Fig. 1: congestion heat map
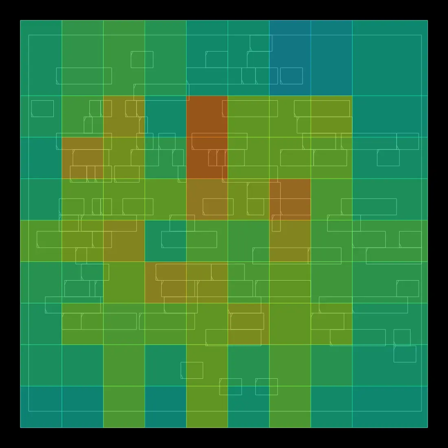
Fig. 2: wire density map
(6 px per um) The die is cut into 14 by 14 equal tiles; dark blue is low, red is high, scaled to the fullest tile. Values are wire area over tile area, all layers added.
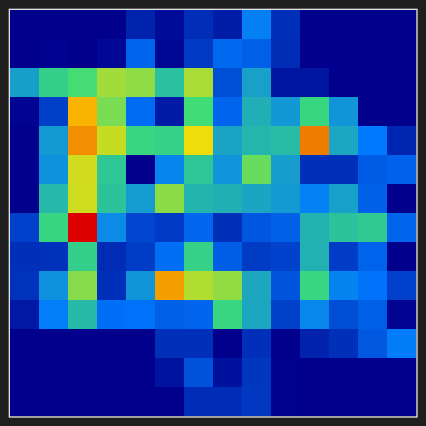
==> config.mk <==
export PLATFORM = sky130hd
export DESIGN_NAME = serial_frame_receiver_flat
export DESIGN_NICKNAME = d
export VERILOG_FILES = /design/src/rtl/serial_frame_receiver_pkg.sv /design/src/rtl/serial_frame_receiver_if.sv /design/src/rtl/serial_frame_receiver_rx_hold_reg.sv /design/src/rtl/serial_frame_receiver.sv /design/src/flat_wrapper.sv
export SDC_FILE = /design/constraint.sdc
export NUM_CORES = 1
export LEC_CHECK = 0
export CAP_MARGIN = 20
export CORE_UTILIZATION = 25
export CTS_CLUSTER_DIAMETER = 120
export DETAILED_ROUTE_END_ITERATION = 7
export GPL_TIMING_DRIVEN = 1
export HOLD_SLACK_MARGIN = 0.03
export PLACE_DENSITY_LB_ADDON = 0.1
export SYNTH_ARGS = -nofsm -noshare
export SYNTH_HDL_FRONTEND = slang
export SYNTH_SLANG_ARGS = --single-unit
==> constraint.sdc <==
create_clock -name clk -period 2.45 [get_ports clk]
set_input_delay 0.245 -clock clk [delete_from_list [all_inputs] [get_ports clk]]
set_output_delay 0.245 -clock clk [all_outputs]
set_load 0.05 [all_outputs]
==> metrics.cfg <==
[floorplan]
taps = 50
core-area_mm2 = 0.00409

[critical_path]
worstPathRequired_ps = 2600
path_delay_family = buffers and inverters
crit_path_max_fanout = 9
crit_buf_inv = 2
reg2reg_depth = 4
start_kind = primary input
worst_path_largest_cell_delay_ps = 650

[drt]
m1WireLength_um = 812
met3WireLength_um = 67
top_layer = met4

[outcome]
outcome = complete, no violations

[synthesis]
syn_avg_cell_area_um2 = 15.0
synthCells = 72

[job]
max_cap_viol_count = 0

[clocking]
h-tree-depth = 1
holdBufCountCts = 0
post_cts_resized = 0
post_cts_buffers = 0

[layout]
nMultiInputCombCells = 40
design_area_mm2 = 0.00133
seq_area_share_pct = 47.0
nNonClkInverters = 4
logic_area_um2 = 409

[sta]
relSlewSlack_pct = 67.1

[power_and_ir_drop]
p_total_mw = 1.47
internal_power_mw = 0.960
swShare_pct = 34.7

[grt]
grt.overflow.total = 0

[placement]
place_congestion = 0.726
hpwl_um = 1290

Back to the opening pictures, Fig. 1:
grt met3 use: 4.05%
M1 GR Usage: 11.5%
most used routing layer: met2
Total Routing Usage GR: 9.51%
final core utilization: 32.5%

Back to the opening pictures, Fig. 2:
tiles over half the peak: 10%
nearly empty tiles: 30%
fullest tile: 0.29
mean over tiles: 0.062
via count: 604
WL/cell: 13.1 um
drt total wl: 1840 um

==> Yosys cell counts, drive strengths merged <==
cell / count / area [um2]
o32ai: 1 / 16.3
nand4bb: 1 / 11.3
nand3: 2 / 10.0
nand4: 1 / 12.5
nor2: 2 / 7.51
mux2: 17 / 244
nand2: 3 / 11.3
a21oi: 2 / 10.0
a22o: 3 / 26.3
o211ai: 1 / 7.51
nor2b: 1 / 8.76
inv: 4 / 15.0
nand2b: 1 / 6.26
ha: 1 / 12.5
buf: 3 / 30.0
nand3b: 1 / 7.51
o21ai: 2 / 10.0
dfrtp: 25 / 626
nor3b: 1 / 7.51
==> power groups by stage <==
stage	clock, mW	combinational [mW]	sequential (mW)
after floorplan	0	0.282	0.798
after global placement	0	0.567	0.677
after detailed placement	0	0.571	0.678
after CTS	0.260	0.573	0.669
after global routing	0.277	0.605	0.686
final	0.241	0.565	0.665
==> cells by family after synthesis <==
family	after synthesis	share of synthesized area (%)
fa+ha+maj	1	1.16
mux	17	22.6
flops	25	57.9
compound gates	9	6.49
simple gates	13	7.65
buf+inv	7	4.17
==> layout by cell type (no fill, tap or decap), drive strengths merged <==
master,count
nor2b,1
o21ai,2
clkbuf,4
nand3,2
nand4,1
nand3b,1
dfrtp,25
a21oi,2
nand2,3
o211ai,1
o32ai,1
nor2,2
nand2b,1
mux2,17
clkdlybuf4s50,15
nand4bb,1
nor3b,1
inv,4
buf,3
a22o,3
ha,1
==> stage by stage <==
step | instances | hold slack (ps) | utilization (%)
after floorplan | 72 | -50.6 | -
after global placement | 137 | 507 | 31.4
after detailed placement | 137 | 503 | 31.4
after CTS | 141 | 351 | 32.5
after global routing | 141 | 377 | 32.5
final | 141 | 339 | 32.5
Power and IR drop assume default switching activity.
